===== config.mk =====
export PLATFORM = sky130hd
export DESIGN_NAME = pcileech_ft601_responder
export DESIGN_NICKNAME = d
export VERILOG_FILES = /design/src/rtl/pcileech_ft601_resp_pkg.sv /design/src/rtl/pcileech_ft601_resp_fifo.sv /design/src/rtl/pcileech_ft601_responder.sv
export SDC_FILE = /design/constraint.sdc
export NUM_CORES = 1
export LEC_CHECK = 0
export ABC_CLOCK_PERIOD_IN_PS = 8900
export CAP_MARGIN = 20
export CORE_ASPECT_RATIO = 1.1
export CORE_MARGIN = 3
export CORE_UTILIZATION = 35
export DETAILED_ROUTE_END_ITERATION = 10
export GPL_TIMING_DRIVEN = 0
export PLACE_DENSITY = 0.52
export SETUP_SLACK_MARGIN = 0.5
export SKIP_CTS_REPAIR_TIMING = 1
export SLEW_MARGIN = 20
export SYNTH_ARGS = -nofsm -noshare
export SYNTH_HDL_FRONTEND = slang
export SYNTH_SLANG_ARGS = --single-unit
export TNS_END_PERCENT = 50

===== constraint.sdc =====
create_clock -name clk -period 8.9 [get_ports clk]
set_input_delay 0.89 -clock clk [delete_from_list [all_inputs] [get_ports clk]]
set_output_delay 0.89 -clock clk [all_outputs]
set_load 0.005 [all_outputs]

===== src/rtl/pcileech_ft601_resp_pkg.sv =====
// Shared types and constants for the FT601 chip-side responder.
package pcileech_ft601_resp_pkg;

  typedef enum logic [1:0] {
    IDLE    = 2'd0,
    RD_TURN = 2'd1,
    RD_DATA = 2'd2,
    WR      = 2'd3
  } ft601_resp_state_t;

  localparam logic [31:0] FT601_RESP_UNDERRUN_WORD = 32'hFFFFFFFF;
  localparam logic [3:0]  FT601_RESP_BE_FULL       = 4'hF;

  typedef struct packed {
    logic [3:0]  be;
    logic [31:0] data;
  } ft601_cap_word_t;

endpackage


===== src/rtl/pcileech_ft601_resp_fifo.sv =====
// First-word fall-through FIFO; pointers carry one extra wrap bit.
module pcileech_ft601_resp_fifo #(
  parameter int WIDTH      = 32,
  parameter int DEPTH_LOG2 = 4
) (
  input  logic                  clk,
  input  logic                  rst_n,
  input  logic                  push_i,
  input  logic [WIDTH-1:0]      wdata_i,
  input  logic                  pop_i,
  output logic [WIDTH-1:0]      rdata_o,
  output logic                  full_o,
  output logic                  empty_o,
  output logic [DEPTH_LOG2:0]   count_o
);
  localparam int DEPTH = 1 << DEPTH_LOG2;
  localparam logic [DEPTH_LOG2:0] PTR_ONE = 1;

  logic [WIDTH-1:0]    mem_q [DEPTH];
  logic [DEPTH_LOG2:0] wr_ptr_q, rd_ptr_q;
  logic                push_ok, pop_ok;

  assign full_o  = (wr_ptr_q[DEPTH_LOG2] != rd_ptr_q[DEPTH_LOG2]) &&
                   (wr_ptr_q[DEPTH_LOG2-1:0] == rd_ptr_q[DEPTH_LOG2-1:0]);
  assign empty_o = (wr_ptr_q == rd_ptr_q);
  assign count_o = wr_ptr_q - rd_ptr_q;
  assign rdata_o = mem_q[rd_ptr_q[DEPTH_LOG2-1:0]];

  assign push_ok = push_i && !full_o;
  assign pop_ok  = pop_i && !empty_o;

  always_ff @(posedge clk or negedge rst_n) begin
    if (!rst_n) begin
      wr_ptr_q <= '0;
      rd_ptr_q <= '0;
    end else begin
      if (push_ok) wr_ptr_q <= wr_ptr_q + PTR_ONE;
      if (pop_ok)  rd_ptr_q <= rd_ptr_q + PTR_ONE;
    end
  end

  // Storage carries no reset; only the pointers define occupancy.
  always_ff @(posedge clk) begin
    if (push_ok) mem_q[wr_ptr_q[DEPTH_LOG2-1:0]] <= wdata_i;
  end

endmodule


===== src/rtl/pcileech_ft601_responder.sv =====
// FT601 245-sync FIFO chip model: serves master reads from an inject FIFO, captures writes.
// Build option FT601_RESP_LOOPBACK_EN routes captured words straight back into the inject FIFO.
module pcileech_ft601_responder
  import pcileech_ft601_resp_pkg::*;
#(
  parameter int INJ_DEPTH_LOG2 = 4,
  parameter int CAP_DEPTH_LOG2 = 4
) (
  input  logic        clk,
  input  logic        rst_n,
  input  logic [31:0] inj_data_i,
  input  logic        inj_valid_i,
  output logic        inj_ready_o,
  output logic [31:0] cap_data_o,
  output logic [3:0]  cap_be_o,
  output logic        cap_valid_o,
  input  logic        cap_ready_i,
  input  logic [31:0] ft601_data_i,
  input  logic [3:0]  ft601_be_i,
  output logic [31:0] ft601_data_o,
  output logic [3:0]  ft601_be_o,
  output logic        ft601_data_oe_o,
  output logic        ft601_rxf_n_o,
  output logic        ft601_txe_n_o,
  input  logic        ft601_oe_n_i,
  input  logic        ft601_rd_n_i,
  input  logic        ft601_wr_n_i,
  input  logic        ft601_siwu_n_i,
  output logic        err_underrun_o,
  output logic        err_overflow_o,
  output logic        err_conflict_o
);
  localparam logic [CAP_DEPTH_LOG2:0] CAP_DEPTH_W = (1 << CAP_DEPTH_LOG2);
  localparam logic [CAP_DEPTH_LOG2:0] TXE_SLACK   = 2;

  ft601_resp_state_t state_q, state_d;
  logic data_oe_q, rxf_n_q, txe_n_q, rdy_q;
  logic underrun_q, overflow_q, conflict_q;

  logic conflict, rd_req, wr_req;
  logic inj_push, inj_pop, inj_full, inj_empty;
  logic [31:0] inj_wdata, inj_rdata;
  logic [INJ_DEPTH_LOG2:0] inj_count;
  logic cap_push, cap_pop, cap_full, cap_empty;
  ft601_cap_word_t cap_wdata, cap_rdata;
  logic [CAP_DEPTH_LOG2:0] cap_count, cap_free;
  logic unused_ok;

  assign unused_ok = &{1'b0, ft601_siwu_n_i, cap_ready_i};

  // A write strobe overlapping a read strobe is a master bug: freeze everything.
  assign conflict = !ft601_wr_n_i && (!ft601_oe_n_i || !ft601_rd_n_i);

  always_comb begin
    state_d = state_q;
    rd_req  = 1'b0;
    wr_req  = 1'b0;
    if (!conflict) begin
      case (state_q)
        IDLE: begin
          if (!ft601_oe_n_i) state_d = RD_TURN;
          else if (!ft601_wr_n_i) begin
            state_d = WR;
            wr_req  = 1'b1;
          end
        end
        RD_TURN: begin
          if (ft601_oe_n_i) state_d = IDLE;
          else if (!ft601_rd_n_i) begin
            state_d = RD_DATA;
            rd_req  = 1'b1;
          end
        end
        RD_DATA: begin
          if (ft601_oe_n_i)     state_d = IDLE;
          else if (ft601_rd_n_i) state_d = RD_TURN;
          else                   rd_req  = 1'b1;
        end
        WR: begin
          if (ft601_wr_n_i) state_d = IDLE;
          else              wr_req  = 1'b1;
        end
        default: state_d = IDLE;
      endcase
    end
  end

  assign inj_pop   = rd_req && !inj_empty;
  assign cap_push  = wr_req && !cap_full;
  assign cap_wdata = '{be: ft601_be_i, data: ft601_data_i};
  assign cap_free  = CAP_DEPTH_W - cap_count;

`ifdef FT601_RESP_LOOPBACK_EN
  logic lb_push;
  assign lb_push     = !cap_empty && !inj_full;
  assign inj_ready_o = rdy_q && !inj_full && cap_empty;
  assign inj_push    = lb_push || (inj_valid_i && inj_ready_o);
  assign inj_wdata   = lb_push ? cap_rdata.data : inj_data_i;
  assign cap_pop     = lb_push;
  assign cap_valid_o = 1'b0;
`else
  assign inj_ready_o = rdy_q && !inj_full;
  assign inj_push    = inj_valid_i && inj_ready_o;
  assign inj_wdata   = inj_data_i;
  assign cap_pop     = cap_valid_o && cap_ready_i;
  assign cap_valid_o = !cap_empty;
`endif

  assign cap_data_o = cap_rdata.data;
  assign cap_be_o   = cap_rdata.be;

  assign ft601_data_oe_o = data_oe_q;
  assign ft601_data_o    = !data_oe_q ? 32'h0 :
                           (inj_empty ? FT601_RESP_UNDERRUN_WORD : inj_rdata);
  assign ft601_be_o      = data_oe_q ? FT601_RESP_BE_FULL : 4'h0;
  assign ft601_rxf_n_o   = rxf_n_q;
  assign ft601_txe_n_o   = txe_n_q;
  assign err_underrun_o  = underrun_q;
  assign err_overflow_o  = overflow_q;
  assign err_conflict_o  = conflict_q;

  always_ff @(posedge clk or negedge rst_n) begin
    if (!rst_n) begin
      state_q    <= IDLE;
      data_oe_q  <= 1'b0;
      rxf_n_q    <= 1'b1;
      txe_n_q    <= 1'b1;
      rdy_q      <= 1'b0;
      underrun_q <= 1'b0;
      overflow_q <= 1'b0;
      conflict_q <= 1'b0;
    end else begin
      state_q    <= state_d;
      data_oe_q  <= (state_d == RD_TURN) || (state_d == RD_DATA);
      rxf_n_q    <= (inj_count == '0);
      txe_n_q    <= (cap_free < TXE_SLACK);
      rdy_q      <= 1'b1;
      underrun_q <= underrun_q || (rd_req && inj_empty);
      overflow_q <= overflow_q || (wr_req && cap_full);
      conflict_q <= conflict_q || conflict;
    end
  end

  pcileech_ft601_resp_fifo #(.WIDTH(32), .DEPTH_LOG2(INJ_DEPTH_LOG2)) u_inj_fifo (
    .clk     (clk),
    .rst_n   (rst_n),
    .push_i  (inj_push),
    .wdata_i (inj_wdata),
    .pop_i   (inj_pop),
    .rdata_o (inj_rdata),
    .full_o  (inj_full),
    .empty_o (inj_empty),
    .count_o (inj_count)
  );

  pcileech_ft601_resp_fifo #(.WIDTH($bits(ft601_cap_word_t)), .DEPTH_LOG2(CAP_DEPTH_LOG2)) u_cap_fifo (
    .clk     (clk),
    .rst_n   (rst_n),
    .push_i  (cap_push),
    .wdata_i (cap_wdata),
    .pop_i   (cap_pop),
    .rdata_o (cap_rdata),
    .full_o  (cap_full),
    .empty_o (cap_empty),
    .count_o (cap_count)
  );

endmodule


Figure 1. PDN straps and rails.
Drawn at 1 px/um. Pins as bars on the die edge. Tap cells in gray.
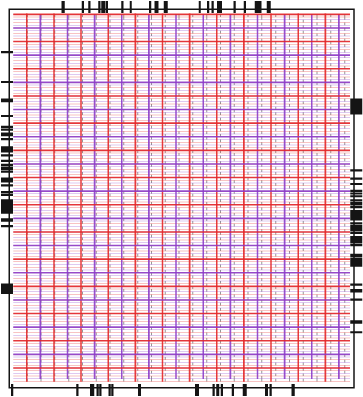
- red: VSS
- purple: VDD
- signal pins: 156
- met4 straps: 24
- rows: 135
- met5 straps: 27
worst vdd ir: 198 uV
core area: 124000 sq um
Die H: 377 um
overall die width: 343 um

Figure 2. Placed cells, one color a class.
Drawn at 1 px/um. Fill, decap, tap and diode cells in gray.
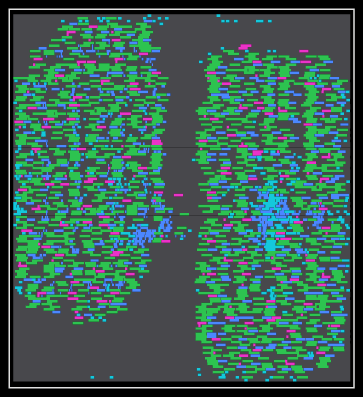
- cyan: remaining buffers and delay cells (cells 352; share of their area 7.0%)
- green: registers (cells 1117; share of their area 66%)
- blue: remaining logic cells (cells 741; share of their area 19%)
- magenta: clock drivers and dummy loads (cells 211; share of their area 7.2%)
sequential cell area share: 63.8%
Core Util, Final: 42.4%
row cnt: 135
final design area excluding fillers: 52400 sq um

Figure 3. Clock network drawn from the DEF.
Drawn at 1 px/um.
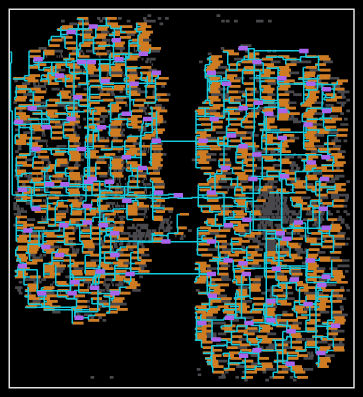
- orange: flip-flops (count 1117)
- purple: clock-net drivers (count 112)
- cyan: clock wires (length 13300 um)
- flops lie: spread over the die
Final Skew: 0.0487 ns
clock latency on the worst-skew pair: 0.72 ns
clock share of power: 30.0%
clk pwr: 4600 uW

==> results.py <==
# Physical implementation metrics
metrics = {
    "status": {
        "status": "finished clean",
    },
    "global_route": {
        "grt_usage_pct": 16.3,
        "overflow": 0,
        "grt_pass1_wl_um": 152000,
        "antenna_found_initial": 10,
        "first_global_vias": 22000,
    },
    "synthesis": {
        "aoi_share_pct": 1.35,
        "synth_stat.cells": 1965,
        "edf_count": 1088,
        "ys_seq_share_pct": 76.3,
        "top_cell": "edfxtp_1",
        "simple_gate_area_share_pct": 2.48,
        "avgSynthCellArea_sq_um": 22.3,
        "top_cells_by_count": "1088 x edfxtp_1, 162 x mux4_2, 144 x nand2_1",
        "netlist.area_leader.share_pct": 74.6,
        "ys_sh_mux_pct": 16.7,
        "syn_nets": 2068,
        "numSynthFlops": 1117,
        "synthTopCellsByArea": "edfxtp_1 75%, mux4_2 8.3%, mux4_1 6.8%",
        "yosysUniqueCellTypes": 50,
        "xor_share_pct": 0.480,
        "ys_area_sq_um": 43800,
        "synthCells": 1965,
        "syn-cell-area_sq_um": 43800,
        "synth.logic.top_family": "multiplexers",
    },
    "run": {
        "max_cap_violations": 0,
        "log.warning_count": 38,
    },
    "critical_path": {
        "critPathMaxFanout": 10,
        "startpoint_type": "register",
        "critPathKind": "reg2out",
        "endpoint_kind": "output port",
        "crit_arrival_ns": 4.86,
    },
    "timing": {
        "layout_min_cycle_time_ns": 5.75,
        "period_used_pct": 64.6,
        "setup_tns_ns": 0,
        "maxSlewHeadroom_pct": 36.1,
        "fmax_mhz": 174,
        "rsz0062_at_grt": "no",
        "tightest_slew_ns": 0.959,
        "layout_setup_ws_ns": 3.15,
        "hold_viol_final": 0,
        "setup_viol": 0,
        "slew_violations": 0,
    },
    "routing": {
        "antenna_left": 0,
        "dr.pass1.iters": 5,
        "wl_um": 106000,
        "vias_per_cell": 5.07,
        "vias": 20700,
        "first_iter_violations": 1520,
        "drc_errors": 0,
    },
    "clocking": {
        "cts_root_buf": "clkbuf_16",
        "cts_sinks": 1117,
        "cts_tree": "built",
    },
    "pwr": {
        "power_uw": 15300,
        "p_per_area_nw_per_um2": 293,
        "p_leak_uw": 0.0172,
    },
    "floorplanning": {
        "initial_core_util_pct": 35.4,
        "ios": 156,
        "dieArea_sq_um": 129000,
    },
    "cells_and_area": {
        "flop_area_sq_um": 33400,
        "comb_area_sq_um": 9710,
        "fill_cells": 10700,
        "drive_above_1_share_pct": 21.1,
    },
    "placed_design": {
        "place_congestion": 0.735,
        "dpl_worst_slack_ns": 3.88,
    },
}
==> sequential cells by signal, indices dropped and copies added, names as in the netlist <==
signal	cells
u_cap_fifo.mem_q	576
u_inj_fifo.mem_q	512
u_cap_fifo.rd_ptr_q	5
u_cap_fifo.wr_ptr_q	5
u_inj_fifo.rd_ptr_q	5
u_inj_fifo.wr_ptr_q	5
state_q	2
err_conflict_o	1
err_overflow_o	1
err_underrun_o	1
ft601_data_oe_o	1
ft601_rxf_n_o	1
ft601_txe_n_o	1
rdy_q	1
==> routing by layer <==
metal | global-route usage, % | up-vias | share of wire [%]
met1 | 19.9 | 11000 | 39
met5 | 0 | - | 0.045
met2 | 28.9 | 512 | 52
met3 | 3.53 | 160 | 5.9
met4 | 4.76 | 6 | 2.2
li1 | - | 9010 | -
==> layout make-up <==
cell class	instances	area share, %
repair buffers	245	5.26
clock inverters	73	1.25
inverters	17	0.122
plain buffers	107	1.50
diodes	5	0.0239
clock buffers	138	5.62
well taps	1644	3.93
multi-input cells	724	18.5
flip-flops and latches	1117	63.8
==> worst paths after layout <==
path	start	to	slack (ns)	cells after the start
min in group asynchronous	rst_n	err_conflict_o$_DFF_PN0_	0.51	2
max	u_inj_fifo.rd_ptr_q[1]$_DFFE_PN0P_	ft601_data_o[26]	3.15	9
min	err_conflict_o$_DFF_PN0_	err_conflict_o$_DFF_PN0_	0.47	1
max in group asynchronous	rst_n	ft601_rxf_n_o$_DFF_PN1_	7.91	3
max reg2reg	u_inj_fifo.rd_ptr_q[1]$_DFFE_PN0P_	u_inj_fifo.mem_q[11][21]$_DFFE_PP_	4.14	13
min reg2reg	err_conflict_o$_DFF_PN0_	err_conflict_o$_DFF_PN0_	0.47	1
==> worst max-delay path: stages (launching register included) <==
cell	delay, ns
dfrtp_1	0.51
clkinv_1	0.41
clkbuf_1	0.48
ha_1	0.47
nand4_1	0.10
nor2_1	0.48
nand2_1	0.35
clkbuf_1	0.41
nand3_1	0.34
clkdlybuf4s50_1	0.58
==> through the flow <==
| stage | instance area, sq um | hold WS, ns | cells |
|---|---|---|---|
| after global placement | 47400 | 0.453 | 3762 |
| after global routing | 52400 | 0.472 | 4065 |
| after CTS | 52400 | -0.0924 | 4064 |
| after detailed placement | 48800 | 0.459 | 3853 |
| after floorplan | 43800 | 0.460 | 1965 |
| final | 52400 | 0.467 | 4070 |
==> placed cells by master (no fill, tap or decap), types with 9 or more instances in the layout <==
cell             count
inv_1               16
nand2_1            144
o21ai_0             36
buf_4               55
mux4_1             114
mux4_2             162
edfxtp_1          1088
buf_16              14
dfrtp_1             27
buf_2               18
clkbuf_8            16
clkinv_1            32
buf_6               30
clkbuf_16          113
nor2_1               9
buf_12              15
clkdlybuf4s50_1    152
nand3_1             33
a221oi_1            31
nor2_4              12
bufinv_16            9
mux2i_1             65
clkinv_2            25
xnor2_1             18
ha_1                26
clkbuf_1            60
==> where the power goes <==
group | switching [uW] | internal [uW]
clock | 1980 | 2610
sequential | 92.3 | 5970
combinational | 2380 | 2300
Power and IR drop assume default switching activity.
